--- config.mk ---
export PLATFORM = sky130hd
export DESIGN_NAME = cntrl_spi_regs
export DESIGN_NICKNAME = d
export VERILOG_FILES = /design/src/rtl/cntrl_spi_pkg.sv /design/src/rtl/dpram_prefetch.sv /design/src/rtl/cntrl_spi_regs.sv
export SDC_FILE = /design/constraint.sdc
export NUM_CORES = 1
export LEC_CHECK = 0
export CAP_MARGIN = 0
export CORE_ASPECT_RATIO = 1.1
export CORE_MARGIN = 2
export CORE_UTILIZATION = 25
export CTS_CLUSTER_SIZE = 24
export DETAILED_ROUTE_END_ITERATION = 10
export GPL_TIMING_DRIVEN = 0
export PLACE_DENSITY = 0.44
export SLEW_MARGIN = 20
export SYNTH_ARGS = -nofsm -noshare
export SYNTH_HDL_FRONTEND = slang
export SYNTH_HIERARCHICAL = 1
export SYNTH_SLANG_ARGS = --single-unit
--- constraint.sdc ---
create_clock -name clk -period 4.6 [get_ports clk]
set_clock_uncertainty 0.2 [all_clocks]
set_input_delay 0.92 -clock clk [delete_from_list [all_inputs] [get_ports clk]]
set_output_delay 0.92 -clock clk [all_outputs]
set_load 0.05 [all_outputs]
--- src/rtl/cntrl_spi_pkg.sv ---
// Register addresses, field positions and prefetch state encoding for the
// SPI control-register file; also used by the spi_slave benches.
package cntrl_spi_pkg;

    localparam logic [6:0] CNTRL_SPI_REG_ID                = 7'h00;
    localparam logic [6:0] CNTRL_SPI_REG_RST_CNTRL         = 7'h01;
    localparam logic [6:0] CNTRL_SPI_REG_IRQ_CNTRL_STATUS  = 7'h02;
    localparam logic [6:0] CNTRL_SPI_REG_LED_CNTRL         = 7'h03;
    localparam logic [6:0] CNTRL_SPI_REG_ADC_DPRAM_CNTRL   = 7'h10;
    localparam logic [6:0] CNTRL_SPI_REG_ADC_DPRAM_ADDR    = 7'h11;
    localparam logic [6:0] CNTRL_SPI_REG_ADC_DPRAM_DATA    = 7'h12;
    localparam logic [6:0] CNTRL_SPI_REG_DDC_CNTRL         = 7'h20;
    localparam logic [6:0] CNTRL_SPI_REG_DDC_LO_FREQ       = 7'h21;
    localparam logic [6:0] CNTRL_SPI_REG_AUDIO_I2S_MUX_SEL = 7'h30;

    localparam int IRQ_STATUS_LSB     = 0;
    localparam int IRQ_ENABLE_LSB     = 16;
    localparam int DPRAM_AUTO_INC_BIT = 0;
    localparam int DPRAM_BUSY_BIT     = 8;
    localparam int DDC_EN_BIT         = 0;
    localparam int DDC_UPD_BIT        = 1;

    typedef enum logic [1:0] {
        PF_IDLE    = 2'd0,
        PF_WAIT    = 2'd1,
        PF_CAPTURE = 2'd2
    } pf_state_e;

endpackage

--- src/rtl/dpram_prefetch.sv ---
// Issues a DPRAM read on start, waits out the RAM latency and captures the
// word into a buffer; a new start always supersedes a pending read.
module dpram_prefetch
    import cntrl_spi_pkg::*;
#(
    parameter int AW     = 12,
    parameter int RD_LAT = 2
)(
    input  logic          clk,
    input  logic          reset,
    input  logic          start_i,
    input  logic [AW-1:0] start_addr_i,
    output logic [AW-1:0] dpram_rd_addr_o,
    output logic          dpram_rd_en_o,
    input  logic [31:0]   dpram_rd_data_i,
    output logic [31:0]   buf_o,
    output logic          busy_o
);

    localparam logic [2:0] LAT_LOAD = 3'(RD_LAT - 1);

    pf_state_e   state_q, state_d;
    logic [2:0]  cnt_q, cnt_d;
    logic [31:0] buf_q, buf_d;

    always_comb begin
        state_d = state_q;
        cnt_d   = cnt_q;
        buf_d   = buf_q;
        if (start_i) begin
            state_d = PF_WAIT;
            cnt_d   = LAT_LOAD;
        end else begin
            case (state_q)
                PF_WAIT: begin
                    if (cnt_q == 3'd0) state_d = PF_CAPTURE;
                    else               cnt_d   = cnt_q - 3'd1;
                end
                PF_CAPTURE: begin
                    buf_d   = dpram_rd_data_i;
                    state_d = PF_IDLE;
                end
                default: state_d = PF_IDLE;
            endcase
        end
    end

    always_ff @(posedge clk or negedge reset) begin
        if (!reset) begin
            state_q <= PF_IDLE;
            cnt_q   <= 3'd0;
            buf_q   <= 32'd0;
        end else begin
            state_q <= state_d;
            cnt_q   <= cnt_d;
            buf_q   <= buf_d;
        end
    end

    // The read is issued combinationally in the start cycle so the RAM
    // latency begins on the same edge that commits the new address.
    assign dpram_rd_en_o   = start_i;
    assign dpram_rd_addr_o = start_addr_i;
    assign buf_o           = buf_q;
    assign busy_o          = (state_q != PF_IDLE);

endmodule

--- src/rtl/cntrl_spi_regs.sv ---
// Control-register file behind spi_slave: address decode, register storage,
// IRQ edge capture, self-clearing reset pulses and the DPRAM prefetcher.
module cntrl_spi_regs
    import cntrl_spi_pkg::*;
#(
    parameter logic [31:0] ID_VALUE      = 32'h1C0A0001,
    parameter int          DPRAM_AW      = 12,
    parameter int          DPRAM_RD_LAT  = 2,
    parameter int          RST_PULSE_LEN = 16
)(
    input  logic                clk,
    input  logic                reset,
    input  logic [6:0]          spi_addr,
    input  logic [31:0]         spi_wr_data,
    output logic [31:0]         spi_rd_data,
    input  logic                spi_wr_en,
    input  logic                spi_rd_en,
    output logic [DPRAM_AW-1:0] dpram_rd_addr,
    output logic                dpram_rd_en,
    input  logic [31:0]         dpram_rd_data,
    input  logic [7:0]          irq_src,
    output logic                irq,
    output logic [3:0]          rst_pulse,
    output logic [2:0]          led,
    output logic                ddc_en,
    output logic [31:0]         ddc_lo_freq,
    output logic                ddc_lo_freq_upd,
    output logic [1:0]          i2s_mux_sel
);

    localparam logic [7:0] PULSE_LOAD = 8'(RST_PULSE_LEN);

    logic wr_rst, wr_irq, wr_led, wr_dcntrl, wr_daddr, wr_ddc, wr_lo, wr_mux;
    logic rd_inc, pf_start, pf_busy;
    logic [31:0] pf_buf, rd_mux, rd_data_q;
    logic [7:0] status_q, status_d, enable_q, irq_src_q, irq_clr;
    logic irq_q, auto_inc_q, ddc_en_q, upd_q;
    logic [2:0] led_q;
    logic [1:0] mux_q;
    logic [31:0] lo_q;
    logic [DPRAM_AW-1:0] addr_q, addr_d;

    assign wr_rst    = spi_wr_en && (spi_addr == CNTRL_SPI_REG_RST_CNTRL);
    assign wr_irq    = spi_wr_en && (spi_addr == CNTRL_SPI_REG_IRQ_CNTRL_STATUS);
    assign wr_led    = spi_wr_en && (spi_addr == CNTRL_SPI_REG_LED_CNTRL);
    assign wr_dcntrl = spi_wr_en && (spi_addr == CNTRL_SPI_REG_ADC_DPRAM_CNTRL);
    assign wr_daddr  = spi_wr_en && (spi_addr == CNTRL_SPI_REG_ADC_DPRAM_ADDR);
    assign wr_ddc    = spi_wr_en && (spi_addr == CNTRL_SPI_REG_DDC_CNTRL);
    assign wr_lo     = spi_wr_en && (spi_addr == CNTRL_SPI_REG_DDC_LO_FREQ);
    assign wr_mux    = spi_wr_en && (spi_addr == CNTRL_SPI_REG_AUDIO_I2S_MUX_SEL);
    // A write strobe masks a coincident read strobe.
    assign rd_inc    = spi_rd_en && !spi_wr_en && auto_inc_q &&
                       (spi_addr == CNTRL_SPI_REG_ADC_DPRAM_DATA);

    always_comb begin
        addr_d = addr_q;
        if (wr_daddr)    addr_d = spi_wr_data[DPRAM_AW-1:0];
        else if (rd_inc) addr_d = addr_q + DPRAM_AW'(1);
    end
    assign pf_start = wr_daddr || rd_inc;

    // Clearing and a fresh rising edge can coincide; the edge is ORed in last.
    assign irq_clr  = wr_irq ? spi_wr_data[IRQ_STATUS_LSB +: 8] : 8'h00;
    assign status_d = (status_q & ~irq_clr) | (irq_src & ~irq_src_q);

    always_ff @(posedge clk or negedge reset) begin
        if (!reset) begin
            status_q   <= 8'h00;
            enable_q   <= 8'h00;
            irq_src_q  <= 8'h00;
            irq_q      <= 1'b0;
            led_q      <= 3'd0;
            auto_inc_q <= 1'b0;
            addr_q     <= '0;
            ddc_en_q   <= 1'b0;
            upd_q      <= 1'b0;
            lo_q       <= 32'd0;
            mux_q      <= 2'd0;
            rd_data_q  <= 32'd0;
        end else begin
            status_q  <= status_d;
            irq_src_q <= irq_src;
            irq_q     <= |(status_q & enable_q);
            addr_q    <= addr_d;
            upd_q     <= wr_ddc && spi_wr_data[DDC_UPD_BIT];
            rd_data_q <= rd_mux;
            if (wr_irq)    enable_q   <= spi_wr_data[IRQ_ENABLE_LSB +: 8];
            if (wr_led)    led_q      <= spi_wr_data[2:0];
            if (wr_dcntrl) auto_inc_q <= spi_wr_data[DPRAM_AUTO_INC_BIT];
            if (wr_ddc)    ddc_en_q   <= spi_wr_data[DDC_EN_BIT];
            if (wr_lo)     lo_q       <= spi_wr_data;
            if (wr_mux)    mux_q      <= spi_wr_data[1:0];
        end
    end

    genvar gi;
    generate
        for (gi = 0; gi < 4; gi++) begin : g_pulse
            logic [7:0] cnt_q, cnt_d;
            logic       pulse_q;

            always_comb begin
                cnt_d = cnt_q;
                if (wr_rst && spi_wr_data[gi]) cnt_d = PULSE_LOAD;
                else if (cnt_q != 8'd0)        cnt_d = cnt_q - 8'd1;
            end

            always_ff @(posedge clk or negedge reset) begin
                if (!reset) begin
                    cnt_q   <= 8'd0;
                    pulse_q <= 1'b0;
                end else begin
                    cnt_q   <= cnt_d;
                    pulse_q <= (cnt_d != 8'd0);
                end
            end

            assign rst_pulse[gi] = pulse_q;
        end
    endgenerate

    dpram_prefetch #(
        .AW     (DPRAM_AW),
        .RD_LAT (DPRAM_RD_LAT)
    ) u_prefetch (
        .clk             (clk),
        .reset           (reset),
        .start_i         (pf_start),
        .start_addr_i    (addr_d),
        .dpram_rd_addr_o (dpram_rd_addr),
        .dpram_rd_en_o   (dpram_rd_en),
        .dpram_rd_data_i (dpram_rd_data),
        .buf_o           (pf_buf),
        .busy_o          (pf_busy)
    );

    always_comb begin
        rd_mux = 32'd0;
        case (spi_addr)
            CNTRL_SPI_REG_ID:        rd_mux = ID_VALUE;
            CNTRL_SPI_REG_RST_CNTRL: rd_mux[3:0] = rst_pulse;
            CNTRL_SPI_REG_IRQ_CNTRL_STATUS: begin
                rd_mux[IRQ_STATUS_LSB +: 8] = status_q;
                rd_mux[IRQ_ENABLE_LSB +: 8] = enable_q;
            end
            CNTRL_SPI_REG_LED_CNTRL: rd_mux[2:0] = led_q;
            CNTRL_SPI_REG_ADC_DPRAM_CNTRL: begin
                rd_mux[DPRAM_AUTO_INC_BIT] = auto_inc_q;
                rd_mux[DPRAM_BUSY_BIT]     = pf_busy;
            end
            CNTRL_SPI_REG_ADC_DPRAM_ADDR:     rd_mux[DPRAM_AW-1:0] = addr_q;
            CNTRL_SPI_REG_ADC_DPRAM_DATA:     rd_mux = pf_buf;
            CNTRL_SPI_REG_DDC_CNTRL:          rd_mux[DDC_EN_BIT] = ddc_en_q;
            CNTRL_SPI_REG_DDC_LO_FREQ:        rd_mux = lo_q;
            CNTRL_SPI_REG_AUDIO_I2S_MUX_SEL:  rd_mux[1:0] = mux_q;
            default:                          rd_mux = 32'd0;
        endcase
    end

    assign spi_rd_data     = rd_data_q;
    assign irq             = irq_q;
    assign led             = led_q;
    assign ddc_en          = ddc_en_q;
    assign ddc_lo_freq     = lo_q;
    assign ddc_lo_freq_upd = upd_q;
    assign i2s_mux_sel     = mux_q;

endmodule
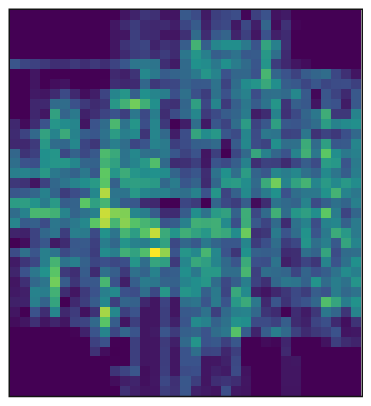
*Wiring heat map*
(2 px per um) The die is cut into 35 by 39 equal tiles; dark purple is low, yellow is high, scaled to the fullest tile. Values are wire area over tile area, all layers added.
mean over tiles: 0.11
tiles over half the peak: 12%
emptiest ninth of the die: top left
fullest tile: 0.44
Routed WL per cell: 18.8 um
Tot GR Track Use: 0.149
routed wire length: 24.7 mm
total number of vias: 6000

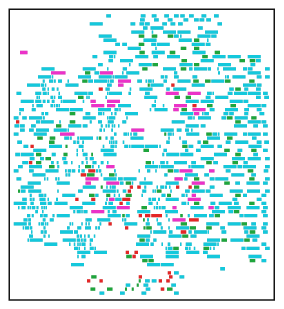
*Cells by drive strength*
(1.5 px per um)
legend:
  cyan:
    size: _0 and _1 cells
    cells: 708
  green:
    size: _2 cells
    cells: 112
  red:
    size: _3 and _4 cells
    cells: 35
  magenta:
    size: _6 and larger
    cells: 33
final setup margin: 98.1 ps
Non-CTS buffers: 214
synthesis-to-layout area growth: 35.7%
Design Area, Final: 11000 sq um

==> flow_summary_export.csv <==
group,metric,value,unit
critical_path,reg2reg_depth,8,
pwr,power.internal,3250,uW
critical_path,setup.worst_path.start,"spi_addr[2]",
clock_tree,cts_buffer_depth,2,
outcome,outcome,"finished clean",
drt,met3_length,1.08,mm
global_route,grt_start_max_net_pins,75,
cells_and_area,n_antenna_cell,0,
cells_and_area,mostFrequentLayoutCells,"dfrtp_1 (182), clkdlybuf4s50_1 (148), mux2_2 (82)",
clock_tree,postCtsSetupRepairBufs,0,
pwr,clock_power_share,0.297,
cells_and_area,fin_nets,969,
logic_synthesis,synth-edff-count,0,
logic_synthesis,syn_avg_cell_area,11.9,sq um
job,tool_warnings,31,
timing,hold_viol,0,
logic_synthesis,synth.distinct_cells,61,
logic_synthesis,ys_sh_aoi,0.0893,
clock_tree,cts_tree,"yes",
floorplan,coreArea,32100,sq um
global_route,grt_pass1_vias,6224,
logic_synthesis,ys_sh_xor,0.0367,
floorplan,dieHeight,193,um
logic_synthesis,ys_sh_simple,0.127,
min_path,hold_path.class,"in -> async",
drt,drc,0,
pwr,p_total,4900,uW
global_route,grtUsageMet3,0.0315,
job,drv_cap,0,
pwr,power_density,446,nW/um^2
critical_path,worstPathArrival,3380,ps
logic_synthesis,ys_sh_adder,0.0170,
clock_tree,ctsResizeCount,64,
logic_synthesis,ys_sh_mux,0.124,
clock_tree,cts_sinks,182,
timing,rsz0062_at_grt,"no",
logic_synthesis,syn_area,8110,sq um
clock_tree,cts_buffers,17,
global_route,top_usage_layer,"met2",
clock_tree,postCtsHoldBufs,0,
logic_synthesis,async_flop_share,1.00,
placed_design,hpwl,18.3,mm
global_route,grt_pass1_wl,37.9,mm
drt,drt_iter0_markers,393,
critical_path,worstReg2RegStart,"auto_inc_q$_DFFE_PN0P_",
critical_path,required,3480,ps
logic_synthesis,fp_nets,778,
pwr,ir_worst_vdd,0.207,mV
drt,wl_met1,12.0,mm
global_route,overflow,0,
logic_synthesis,postSynthSeqShare,0.562,
critical_path,endpoint_kind,"output pin",
logic_synthesis,yosys-stat-cells,684,
timing,slew_violations,0,
timing,whs,173,ps
logic_synthesis,yosys_area,8110,sq um
global_route,grt_antenna_before_repair,0,
placed_design,pre_cts_ws,-841,ps
logic_synthesis,synth-main-ff-cell,"dfrtp_1",
critical_path,critPathMaxFanout,5,
critical_path,crit_path_end,"dpram_rd_addr[11]",
critical_path,startpoint_type,"primary input",
logic_synthesis,top_logic_kind,"simple AND/OR/NAND/NOR gates",
critical_path,critPathKind,"in -> out",
placed_design,dp_cells,1280,
critical_path,r2r_end,"u_prefetch/buf_o[4]$_DFFE_PN0P_",
timing,setup-tns-final,0,ps
cells_and_area,drive_gt1_frac,0.203,
pwr,pwr-share-comb,0.255,
timing,tightest_slew,985,ps
timing,fin_crit,4500,ps
timing,finalCritPeriodShare,0.979,
logic_synthesis,most_common_cell,"dfrtp_1",
pwr,switching_share,0.338,
pwr,p_switching,1660,uW
cells_and_area,stdcell_count,1314,
logic_synthesis,synthTopCellsByArea,"dfrtp_1 (56%), mux2_2 (11%), nand2_1 (2.7%)",
clock_tree,cts_root_buf,"clkbuf_16",
floorplan,die-width,176,um
logic_synthesis,yosysWarnings,6,
drt,ant_nets,0,
critical_path,r2r_slack,2030,ps
timing,timing.fmax,222,MHz
logic_synthesis,synth_top_cell_by_area,"dfrtp_1",
timing,slew_headroom,0.341,
logic_synthesis,ys_ff,182,
floorplan,floorplan.core_util,0.252,
logic_synthesis,common_cells,"dfrtp_1 (182), mux2_2 (82), nand2_1 (58)",
global_route,gr-usage-met1,0.209,
clock_tree,clock_latency,440,ps
drt,drt_pass1_iterations,5,
clock_tree,path_clk_slew,80,ps
clock_tree,htree_num_levels,4,
logic_synthesis,synthCells,684,
drt,vias_per_cell,4.57,
cells_and_area,layout_top_cell,"dfrtp_1",
drt,top_layer_used,"met4",
floorplan,die_area,33900,sq um
timing,setup_violations,0,
pwr,seq_power_share,0.448,
placed_design,placed_cell_area,10400,sq um
global_route,met2_usage,0.239,
floorplan,io_pins,172,
placed_design,gp_congestion,0.778,
pwr,p_leak,0.00483,uW
logic_synthesis,synth_top_area_share,0.562,
drt,dr_wl_met2,11.5,mm
placed_design,portBuffers,168,
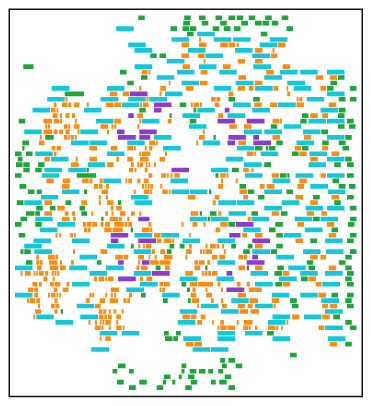
*Placement by cell class*
(2 px per um)
legend:
  cyan:
    class: sequential cells
    cells: 182
  orange:
    class: combinational and other logic
    cells: 460
  purple:
    class: clock drivers and dummy loads
    cells: 32
  green:
    class: remaining buffers and delay cells
    cells: 214
Final Core Density: 0.343
row count: 69

## layout make-up
type                    instances  area, sq um
repair buffers                172         1730
fillers                      3313        21100
clock inverters                14          156
inverters                      29          109
well taps                     426          533
clock buffers                  18          429
flip-flops and latches        182         4550
plain buffers                  42          258
multi-input cells             431         3230
## worst min path at each step
stage	endpoint	slack [ps]	startpoint	cells past startpoint
2_1_floorplan	spi_rd_data[11]$_DFF_PN0_	230	u_prefetch/buf_o[11]$_DFFE_PN0P_	2
3_3_place_gp	spi_rd_data[11]$_DFF_PN0_	260	u_prefetch/buf_o[11]$_DFFE_PN0P_	2
3_5_place_dp	spi_rd_data[11]$_DFF_PN0_	260	u_prefetch/buf_o[11]$_DFFE_PN0P_	2
4_1_cts	g_pulse[0].cnt_q[2]$_DFF_PN0_	180	reset	1
5_1_grt	g_pulse[0].cnt_q[2]$_DFF_PN0_	190	reset	1
6_report	g_pulse[0].cnt_q[2]$_DFF_PN0_	170	reset	1
## power groups by stage
stage                     Clock (uW)  Combinational [uW]  Sequential [uW]
after global routing            1580                1400             2250
after CTS                       1510                1270             2200
after floorplan                    0                 794             2270
after detailed placement           0                1270             2220
after global placement             0                1250             2230
final                           1450                1250             2200
## sequential cells by signal, indices dropped and copies added, names as in the netlist, 2 cells and up
signal              cells
u_prefetch/cnt_q        3
spi_rd_data            32
irq_src_q               8
i2s_mux_sel             2
status_q                8
addr_q                 12
u_prefetch/buf_o       32
ddc_lo_freq            32
enable_q                8
led                     3
g_pulse.pulse_q         4
u_prefetch/state_q      2
g_pulse.cnt_q          32
## worst max-delay path, stage by stage
cell and delay [ps]:
dlygate4sd2_1 290, or4b_4 610, or4_1 510, buf_4 180
nor4_4 170, xor2_1 100, mux2_2 280, buf_4 130
buf_4 180
No activity file was given, so power comes from the tool's default toggle rates.
